[src/rtl/ir_fetch_seq_pkg.sv]
// Shared types and constants for the byte-wide instruction fetch sequencer.
package ir_fetch_seq_pkg;

    typedef enum logic [1:0] {
        IDLE     = 2'd0,
        FETCH_LO = 2'd1,
        FETCH_HI = 2'd2,
        DONE     = 2'd3
    } state_t;

    localparam logic [1:0] FUNSEL_HOLD = 2'b00;
    localparam logic [1:0] FUNSEL_LOAD = 2'b01;

    localparam logic L_H_LOW  = 1'b0;
    localparam logic L_H_HIGH = 1'b1;

    // States in which a memory read is outstanding.
    function automatic logic is_fetch(input state_t s);
        return (s == FETCH_LO) || (s == FETCH_HI);
    endfunction

endpackage

[src/rtl/fetch_timeout_ctr.sv]
// Per-byte memory wait counter; flags the cycle in which the wait budget runs out.
module fetch_timeout_ctr
    import ir_fetch_seq_pkg::*;
#(
    parameter int TIMEOUT_CYC = 15
) (
    input  logic clk,
    input  logic rst,
    input  logic clr,
    input  logic inc,
    output logic expire
);

    localparam int CNT_W = (TIMEOUT_CYC > 1) ? $clog2(TIMEOUT_CYC) : 1;
    localparam logic [CNT_W-1:0] CNT_LAST = CNT_W'(TIMEOUT_CYC - 1);

    logic [CNT_W-1:0] cnt_q;
    logic [CNT_W-1:0] cnt_d;

    // Expire on the wait cycle that would bring the count to TIMEOUT_CYC.
    assign expire = inc && (cnt_q == CNT_LAST);

    always_comb begin
        cnt_d = cnt_q;
        if (clr) begin
            cnt_d = '0;
        end else if (inc) begin
            cnt_d = cnt_q + 1'b1;
        end
    end

    always_ff @(posedge clk) begin
        if (rst) begin
            cnt_q <= '0;
        end else begin
            cnt_q <= cnt_d;
        end
    end

endmodule

[src/rtl/ir_fetch_seq.sv]
// Fetches a 16-bit instruction as two bytes (PC, PC+1) into the IR half-load port.
// Optional per-byte memory timeout is enabled with `define FETCH_TIMEOUT_EN.
module ir_fetch_seq
    import ir_fetch_seq_pkg::*;
#(
    parameter int ADDR_W      = 16,
    parameter int TIMEOUT_CYC = 15
) (
    input  logic              clk,
    input  logic              rst,
    input  logic              start,
    input  logic              pc_load,
    input  logic [ADDR_W-1:0] pc_in,
    output logic [ADDR_W-1:0] mem_addr,
    output logic              mem_rd,
    input  logic [7:0]        mem_data,
    input  logic              mem_valid,
    output logic [7:0]        ir_half,
    output logic [1:0]        ir_funsel,
    output logic              ir_e,
    output logic              ir_l_h,
    output logic [ADDR_W-1:0] pc_out,
    output logic              busy,
    output logic              done,
    output logic              err
);

    state_t            state_q, state_d;
    logic [ADDR_W-1:0] pc_q, pc_d;
    logic [ADDR_W-1:0] mem_addr_q, mem_addr_d;
    logic              mem_rd_q, mem_rd_d;
    logic [7:0]        ir_half_q, ir_half_d;
    logic [1:0]        ir_funsel_q, ir_funsel_d;
    logic              ir_e_q, ir_e_d;
    logic              ir_l_h_q, ir_l_h_d;
    logic              busy_q, busy_d;
    logic              done_q, done_d;
    logic              err_q, err_d;

`ifdef FETCH_TIMEOUT_EN
    logic [ADDR_W-1:0] base_q, base_d;
    logic              wait_clr;
    logic              wait_inc;
    logic              wait_expire;

    // Counter restarts whenever the FSM changes state, i.e. on entry to each byte.
    assign wait_clr = (state_d != state_q);
    assign wait_inc = is_fetch(state_q) && !mem_valid;

    fetch_timeout_ctr #(
        .TIMEOUT_CYC (TIMEOUT_CYC)
    ) u_timeout (
        .clk    (clk),
        .rst    (rst),
        .clr    (wait_clr),
        .inc    (wait_inc),
        .expire (wait_expire)
    );
`else
    // TIMEOUT_CYC has no effect when the timeout feature is compiled out.
    if (TIMEOUT_CYC < 1) begin : g_timeout_cfg_unused
    end
`endif

    always_comb begin
        state_d     = state_q;
        pc_d        = pc_q;
        ir_half_d   = ir_half_q;
        ir_l_h_d    = ir_l_h_q;
        ir_e_d      = 1'b0;
        ir_funsel_d = FUNSEL_HOLD;
        done_d      = 1'b0;
        err_d       = 1'b0;
`ifdef FETCH_TIMEOUT_EN
        base_d      = base_q;
`endif

        case (state_q)
            IDLE: begin
                if (pc_load) begin
                    pc_d = pc_in;
                end
                if (start) begin
                    state_d = FETCH_LO;
`ifdef FETCH_TIMEOUT_EN
                    base_d  = pc_load ? pc_in : pc_q;
`endif
                end
            end
            FETCH_LO, FETCH_HI: begin
                if (mem_valid) begin
                    ir_half_d   = mem_data;
                    ir_l_h_d    = (state_q == FETCH_HI) ? L_H_HIGH : L_H_LOW;
                    ir_e_d      = 1'b1;
                    ir_funsel_d = FUNSEL_LOAD;
                    pc_d        = pc_q + ADDR_W'(1);
                    if (state_q == FETCH_HI) begin
                        state_d = DONE;
                        done_d  = 1'b1;
                    end else begin
                        state_d = FETCH_HI;
                    end
                end
`ifdef FETCH_TIMEOUT_EN
                else if (wait_expire) begin
                    // Abandon the fetch; a low byte already in the IR stays there.
                    state_d = IDLE;
                    pc_d    = base_q;
                    err_d   = 1'b1;
                end
`endif
            end
            DONE: begin
                state_d = IDLE;
            end
            default: begin
                state_d = IDLE;
            end
        endcase

        // Memory port and busy are registered views of the next state/PC.
        mem_rd_d   = is_fetch(state_d);
        mem_addr_d = pc_d;
        busy_d     = (state_d != IDLE);
    end

    always_ff @(posedge clk) begin
        if (rst) begin
            state_q     <= IDLE;
            pc_q        <= '0;
            mem_addr_q  <= '0;
            mem_rd_q    <= 1'b0;
            ir_half_q   <= 8'h00;
            ir_funsel_q <= FUNSEL_HOLD;
            ir_e_q      <= 1'b0;
            ir_l_h_q    <= L_H_LOW;
            busy_q      <= 1'b0;
            done_q      <= 1'b0;
            err_q       <= 1'b0;
`ifdef FETCH_TIMEOUT_EN
            base_q      <= '0;
`endif
        end else begin
            state_q     <= state_d;
            pc_q        <= pc_d;
            mem_addr_q  <= mem_addr_d;
            mem_rd_q    <= mem_rd_d;
            ir_half_q   <= ir_half_d;
            ir_funsel_q <= ir_funsel_d;
            ir_e_q      <= ir_e_d;
            ir_l_h_q    <= ir_l_h_d;
            busy_q      <= busy_d;
            done_q      <= done_d;
            err_q       <= err_d;
`ifdef FETCH_TIMEOUT_EN
            base_q      <= base_d;
`endif
        end
    end

    assign mem_addr  = mem_addr_q;
    assign mem_rd    = mem_rd_q;
    assign ir_half   = ir_half_q;
    assign ir_funsel = ir_funsel_q;
    assign ir_e      = ir_e_q;
    assign ir_l_h    = ir_l_h_q;
    assign pc_out    = pc_q;
    assign busy      = busy_q;
    assign done      = done_q;
    assign err       = err_q;

endmodule

[config.mk]
export PLATFORM = sky130hd
export DESIGN_NAME = ir_fetch_seq
export DESIGN_NICKNAME = d
export VERILOG_FILES = /design/src/rtl/ir_fetch_seq_pkg.sv /design/src/rtl/fetch_timeout_ctr.sv /design/src/rtl/ir_fetch_seq.sv
export SDC_FILE = /design/constraint.sdc
export NUM_CORES = 1
export LEC_CHECK = 0
export ABC_AREA = 1
export CORE_ASPECT_RATIO = 1.1
export CORE_MARGIN = 2
export CORE_UTILIZATION = 35
export CTS_BUF_LIST = sky130_fd_sc_hd__clkbuf_8
export CTS_CLUSTER_SIZE = 10
export DETAILED_ROUTE_END_ITERATION = 12
export GPL_ROUTABILITY_DRIVEN = 0
export PLACE_DENSITY = 0.73
export SETUP_SLACK_MARGIN = 0.1
export SLEW_MARGIN = 15
export SYNTH_ARGS = -nofsm -noshare
export SYNTH_HDL_FRONTEND = slang
export SYNTH_SLANG_ARGS = --single-unit
export TNS_END_PERCENT = 50
[constraint.sdc]
create_clock -name clk -period 3.3 [get_ports clk]
set_input_delay 0.66 -clock clk [delete_from_list [all_inputs] [get_ports clk]]
set_output_delay 0.66 -clock clk [all_outputs]
set_load 0.005 [all_outputs]
### Signal wires on met3, run 1

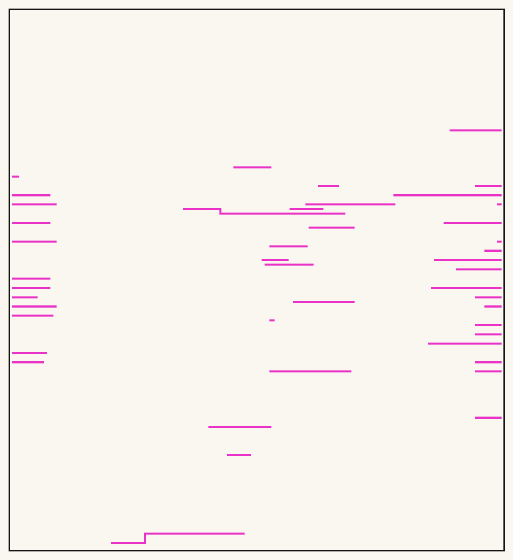
nets with wire on the layer = 41
wire length on this layer = 283 µm
longest straight run = 18.2 µm

### Supply network, run 1

Bar = 20 µm. Pins as bars on the die edge.
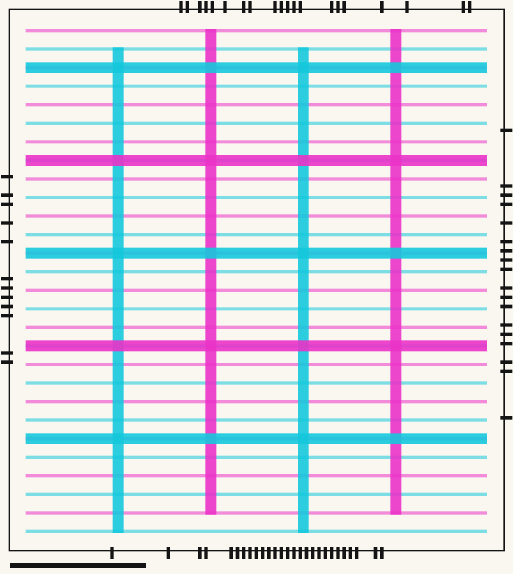
magenta -> VDD
cyan -> VSS
signal pins = 77
met1 rails = 28
rows = 27
met5 straps = 5

==> results.tsv, run 1 <==
metric	value	unit
number of I/O port buffers	74	
initial antenna violation count	0	
Syn Area/Cell	6.42	µm²
die span in y	79.2	µm
number of global-route vias before repair	1751	
Pins Over Slew Limit	0	
Yosys top cell by instances	nand2_1	
Worst EP arrival	2.36	ns
fraction of registers with async set/reset	0	%
largest net degree at the start of global routing	21	
Synth Cell Area	1800	µm²
floorplan row count	27	
Clock Skews	0.00751	ns
Comb area	900	µm²
Critical Path Sink Type	flop	
cycle use final	66.3	%
pwr/cell area	427	nW/µm²
r2r endpoint	mem_addr[3]	
status	complete, no violations	
worst r2r src	state_q[0]	
first-pass GRT wire length	7.72	mm
max-cap violation count	0	
final setup TNS	0	ns
Reg area	621	µm²
Longest Clk Path Bufs	2	
# Cells Yosys	280	
vias per cell	4.76	
Init Core Util	36.2	%
detailed-placement wirelength estimate	3.41	mm
setup bufs post-CTS	0	
DP Area	2430	µm²
Unique cell types	25	
### Clock routing, run 1

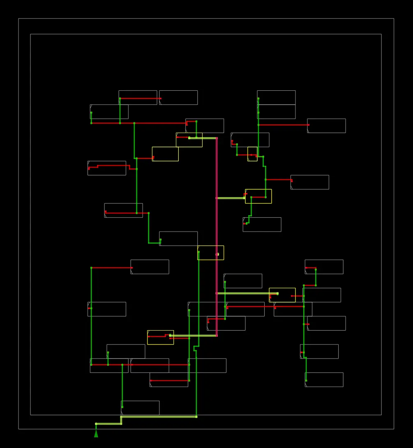
Clock net power: 0.000297 W
clk ins delay skew pair: 0.28 ns
seq_cells: 31

## run 1: where the power goes
group	leakage (nW)	total, W	switching [W]	internal, W
clock network	0.0470	0.000297	0.000134	0.000163
logic	0.677	0.000324	0.000142	0.000182
registers	0.254	0.000457	0.0000444	0.000413
## run 1: per-stage QoR
stage          util (%)  hold slack, ns
6_report           50.8           0.484
5_1_grt            50.8           0.521
4_1_cts            50.8           0.491
3_5_place_dp       49.0           0.469
3_3_place_gp       49.0           0.472
2_1_floorplan         -           0.460
## run 1: metal layers
layer,part of all wire [%],track usage (%)
met5,0,0
met3,6.2,3.81
met1,42,20.3
met4,0.84,6.42
met2,51,29.2
## run 1: layout make-up
type | instances | share of cell area (%)
Timing Repair Buffer | 76 | 30.0
Tap cell | 58 | 2.88
Inverter | 23 | 3.42
Multi-Input combinational cell | 199 | 35.7
Clock inverter | 1 | 0.198
Clock buffer | 6 | 3.27
Sequential cell | 31 | 24.6
## run 1: worst max-delay path, cell delays in order
cell and delay, ns:
clkdlybuf4s50_1 0.55, nand2_1 0.24, inv_2 0.21, nand2_1 0.12, o31ai_1 0.09, o21ai_1 0.11, ha_1 0.29, inv_1 0.05
nor2_1 0.03
## run 1: worst max path at each step
stage,from,to,slack [ns],depth (start not counted)
floorplan,state_q[0],mem_rd,1.54,11
detailed placement,mem_valid,mem_rd,0.84,9
global route,state_q[0],mem_addr[3],0.83,8
global placement,mem_valid,mem_rd,0.90,9
CTS,state_q[0],mem_addr[3],1.09,8
finish,mem_valid,mem_rd,1.11,9
## run 1: cell families after synthesis
kind of cell / synth area share [%]
flip-flops: 34.5
buffers and inverters: 15.7
AND-OR/OR-AND: 15.2
other: 0.209
adder cells (fa/ha/maj): 2.78
AND/OR/NAND/NOR: 31.7
## Run 2: what changed since run 1
==> constraint.sdc (replaced) <==
create_clock -name clk -period 2.1 [get_ports clk]
set_input_delay 0.42 -clock clk [delete_from_list [all_inputs] [get_ports clk]]
set_output_delay 0.42 -clock clk [all_outputs]
set_load 0.005 [all_outputs]
### Supply network, run 2

Bar = 20 µm. Pins as bars on the die edge.
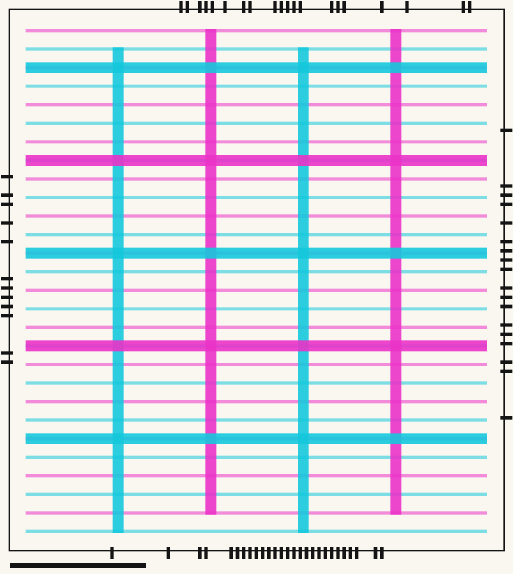
magenta -> VDD
cyan -> VSS
met1 rails = 28
met5 straps = 5
rows = 27
signal pins = 77

==> run 2 against run 1 <==
First-iteration DRC count rose by 46%; sequential share of layout area decreased by 0.27 points; power grew 58%; final cell count is 1.3% higher; synthesized cell count unchanged; clock power rose by 54%.
==> results.tsv, run 2 <==
metric	value	unit
CP Launch Point	state_q[0]	
number of I/O port buffers	74	
vias per cell	4.72	
Yosys top cell by instances	nand2_1	
met2 usage in global routing	29.0	%
end of the critical path	mem_rd	
RSZ-0062 raised after global routing	false	
initial antenna violation count	0	
DP Area	2460	µm²
first-pass GRT wire length	7.72	mm
CP Cell Sequence	inv_1 -> ha_1 -> nand2_1 -> inv_2 -> nand2_1 -> o31ai_1 -> o21ai_1 -> ha_1 -> inv_1 -> nor2_1	
Syn Area/Cell	6.42	µm²
Clock Skews	0.00227	ns
Slowest-stage cell, CP	ha_1	
Worst EP arrival	1.99	ns
CP peak stage delay	0.39	ns
cycle use final	86.7	%
largest net degree at the start of global routing	20	
number of global-route vias before repair	1713	
die span in y	79.2	µm
detailed-placement wirelength estimate	3.46	mm
pwr/cell area	666	nW/µm²
worst r2r src	state_q[0]	
max-cap violation count	0	
clk ins delay skew pair	0.28	ns
final setup TNS	0	ns
M1 GR Usage	20.4	%
Synth Cell Area	1800	µm²
routing usage on met3	3.93	%
setup bufs post-CTS	0	
Longest Clk Path Bufs	2	
r2r endpoint	mem_rd	
# Cells Yosys	280	
hold_ws	0.479	ns
status	complete, no violations	
Unique cell types	25	
Layout Utilization	51.3	%
fraction of registers with async set/reset	0	%
Pins Over Slew Limit	0	
==> run 2: critical path, delay by kind of cell, from the launching register on <==
kind	cells	cell delay, ns
buf+inv	3	0.18
simple gates	3	0.29
compound gates	2	0.26
flops	1	0.34
fa+ha+maj	2	0.64
==> run 2: area by class of cell <==
type / count / area (µm²)
Clock inverter: 3 / 16.3
Multi-Input combinational cell: 199 / 900
Clock buffer: 5 / 68.8
Fill cell: 504 / 2420
Timing Repair Buffer: 80 / 786
Inverter: 23 / 86.3
Sequential cell: 31 / 621
Tap cell: 58 / 72.6
==> run 2: logic make-up (layout without fill, tap and decap cells) <==
family	Yosys count	count (layout)	synth area share, %
flops	31	31	34.5
compound gates	49	49	15.2
other cells	1	2	0.209
buf+inv	51	111	15.7
simple gates	144	144	31.7
fa+ha+maj	4	4	2.78
==> run 2: power by group <==
group	internal (W)	total (W)	switching, W	leakage [nW]
registers	0.000648	0.000716	0.0000683	0.254
clock network	0.000226	0.000457	0.000231	0.0453
logic	0.000297	0.000526	0.000229	0.696
total	0.00117	0.00170	0.000528	0.996
==> run 2: worst min path at each step <==
stage,from,end,cells after the start
2_1_floorplan,ir_l_h,ir_l_h,2
3_3_place_gp,ir_l_h,ir_l_h,2
6_report,ir_l_h,ir_l_h,2
4_1_cts,ir_l_h,ir_l_h,2
5_1_grt,ir_l_h,ir_l_h,2
3_5_place_dp,ir_l_h,ir_l_h,2
==> run 2: layer usage <==
layer | wire [µm] | share of wire (%) | vias up
met5 | 0 | 0 | -
met4 | 63 | 1.4 | 0
met3 | 260 | 5.6 | 6
met2 | 2350 | 51 | 49
met1 | 1960 | 42 | 835
li1 | - | - | 993
## Run 3: what changed since run 2
--- a/config.mk
+++ b/config.mk
@@ -6,7 +6,7 @@
 export NUM_CORES = 1
 export LEC_CHECK = 0
 export ABC_AREA = 1
-export CORE_ASPECT_RATIO = 1.1
+export CORE_ASPECT_RATIO = 1.25
 export CORE_MARGIN = 2
 export CORE_UTILIZATION = 35
 export CTS_BUF_LIST = sky130_fd_sc_hd__clkbuf_8
==> constraint.sdc (replaced) <==
create_clock -name clk -period 2.1 [get_ports clk]
set_input_delay 0.21 -clock clk [delete_from_list [all_inputs] [get_ports clk]]
set_output_delay 0.21 -clock clk [all_outputs]
set_load 0.005 [all_outputs]
### Clock routing, run 3

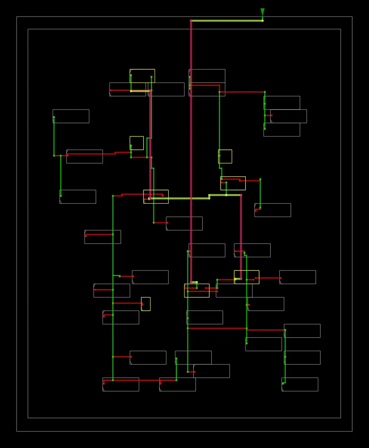
clk ins delay skew pair: 0.29 ns
Clock net power: 0.000477 W
clk sinks: 31
CTS buffer count: 5

==> run 3 against run 2 <==
Count of clock-buffer cells in the layout is the same; worst setup slack better by 0.081 ns; sequential share of layout area down 0.22 points; highest routed layer unchanged; sequential power hardly changed; utilization increased by 0.051 points; combinational power rose by 1%; maximum frequency up 4.7%; non-clock buffer count unchanged; worst hold slack got worse by 0.0049 ns; critical endpoint unchanged; final cell count grew 1.0%; power is 1.6% higher.
==> results.tsv, run 3 <==
metric	value	unit
setup bufs post-CTS	0	
P_seq	0.000717	W
max-cap violation count	0	
Pre-antenna DRT Iters	4	
vias per cell	4.63	
Yosys Chip Area	1800	µm²
pwr/cell area	671	nW/µm²
Yosys top cell by instances	nand2_1	
cell-internal power	0.00118	W
CTS tree	yes	
number of global-route vias before repair	1640	
Synth Cell Area	1800	µm²
Pwr top	sequential cells	
Gate power share	30.8	%
Critical Path Sink Type	flop	
Comb group	0.000532	W
clock share of power	27.6	%
initial antenna violation count	0	
Synth Instances	280	
met3 wire length	245	µm
number of I/O port buffers	74	
share of the synthesized area in the top cell type	34.5	%
Unique cell types	25	
Init Core Util	35.9	%
status	complete, no violations	
detailed-placement wirelength estimate	3.22	mm
Ant. Diodes	0	
# Cells Yosys	280	
fraction of registers with async set/reset	0	%
DR WL met2	2.16	mm
Sw Ratio	31.5	%
die span in y	84.1	µm
RSZ-0062 raised after global routing	false	
floorplan row count	29	
Worst EP arrival	1.92	ns
WL met1	1.97	mm
Clock Skews	0.00665	ns
Final #Nets	373	
register share of total power	41.5	%
Top Layer Used	met4	
cycle use final	82.8	%
number of fill cells	527	
Hold Path Cell Cnt	2	
first-pass GRT wire length	7.33	mm
final setup TNS	0	ns
Post-synth EDFFs	0	
Longest Clk Path Bufs	2	
largest net degree at the start of global routing	20	
Layout Utilization	51.4	%
Psw	0.000545	W
[run 3: cell counts after synthesis]
Identical to the previous run, type by type.
[run 3: final cells by class]
class / instances / area (µm²) / share of cell area (%)
Tap cell: 62 / 77.6 / 3.01
Multi-Input combinational cell: 199 / 912 / 35.4
Clock inverter: 3 / 20.0 / 0.778
Sequential cell: 31 / 621 / 24.1
Timing Repair Buffer: 80 / 786 / 30.5
Inverter: 23 / 88.8 / 3.45
Clock buffer: 5 / 68.8 / 2.67
[run 3: kinds of logic after synthesis]
kind of cell | count (synthesis) | synth area share (%)
and+or+nand+nor | 144 | 31.7
buffers and inverters | 51 | 15.7
other | 1 | 0.209
AOI/OAI and AO/OA | 49 | 15.2
DFF | 31 | 34.5
adders and majority gates | 4 | 2.78
[run 3: through the flow]
step | hold WS [ns] | power, W | area, µm² | cells
CTS | 0.483 | 0.00173 | 2540 | 401
detailed placement | 0.472 | 0.00125 | 2450 | 393
global route | 0.515 | 0.00184 | 2570 | 403
global placement | 0.464 | 0.00124 | 2450 | 393
finish | 0.474 | 0.00173 | 2570 | 403
floorplan | 0.358 | 0.00102 | 1800 | 281
[run 3: final timing paths]
check / from / endpoint / slack, ns
setup reg to reg: state_q[0] / mem_rd / 0.36
setup / recovery: state_q[0] / mem_rd / 0.36
hold reg to reg: ir_l_h / ir_l_h / 0.47
hold / removal: ir_l_h / ir_l_h / 0.47
[run 3: critical path, cell delays in order, from the launching register on]
cell and delay, ns:
dfxtp_1 0.33, inv_1 0.09, ha_4 0.30, nand2_1 0.12, inv_4 0.14, nand2_1 0.09, o31ai_1 0.08, o21ai_1 0.11
ha_1 0.29, inv_1 0.05, nor2_1 0.03
[run 3: per-layer routing]
layer	track usage, %	up-vias
li1	-	988
met1	20.1	820
met2	26.7	50
met3	4.02	8
met4	7.82	0
met5	0	-
Power and IR drop assume default switching activity.
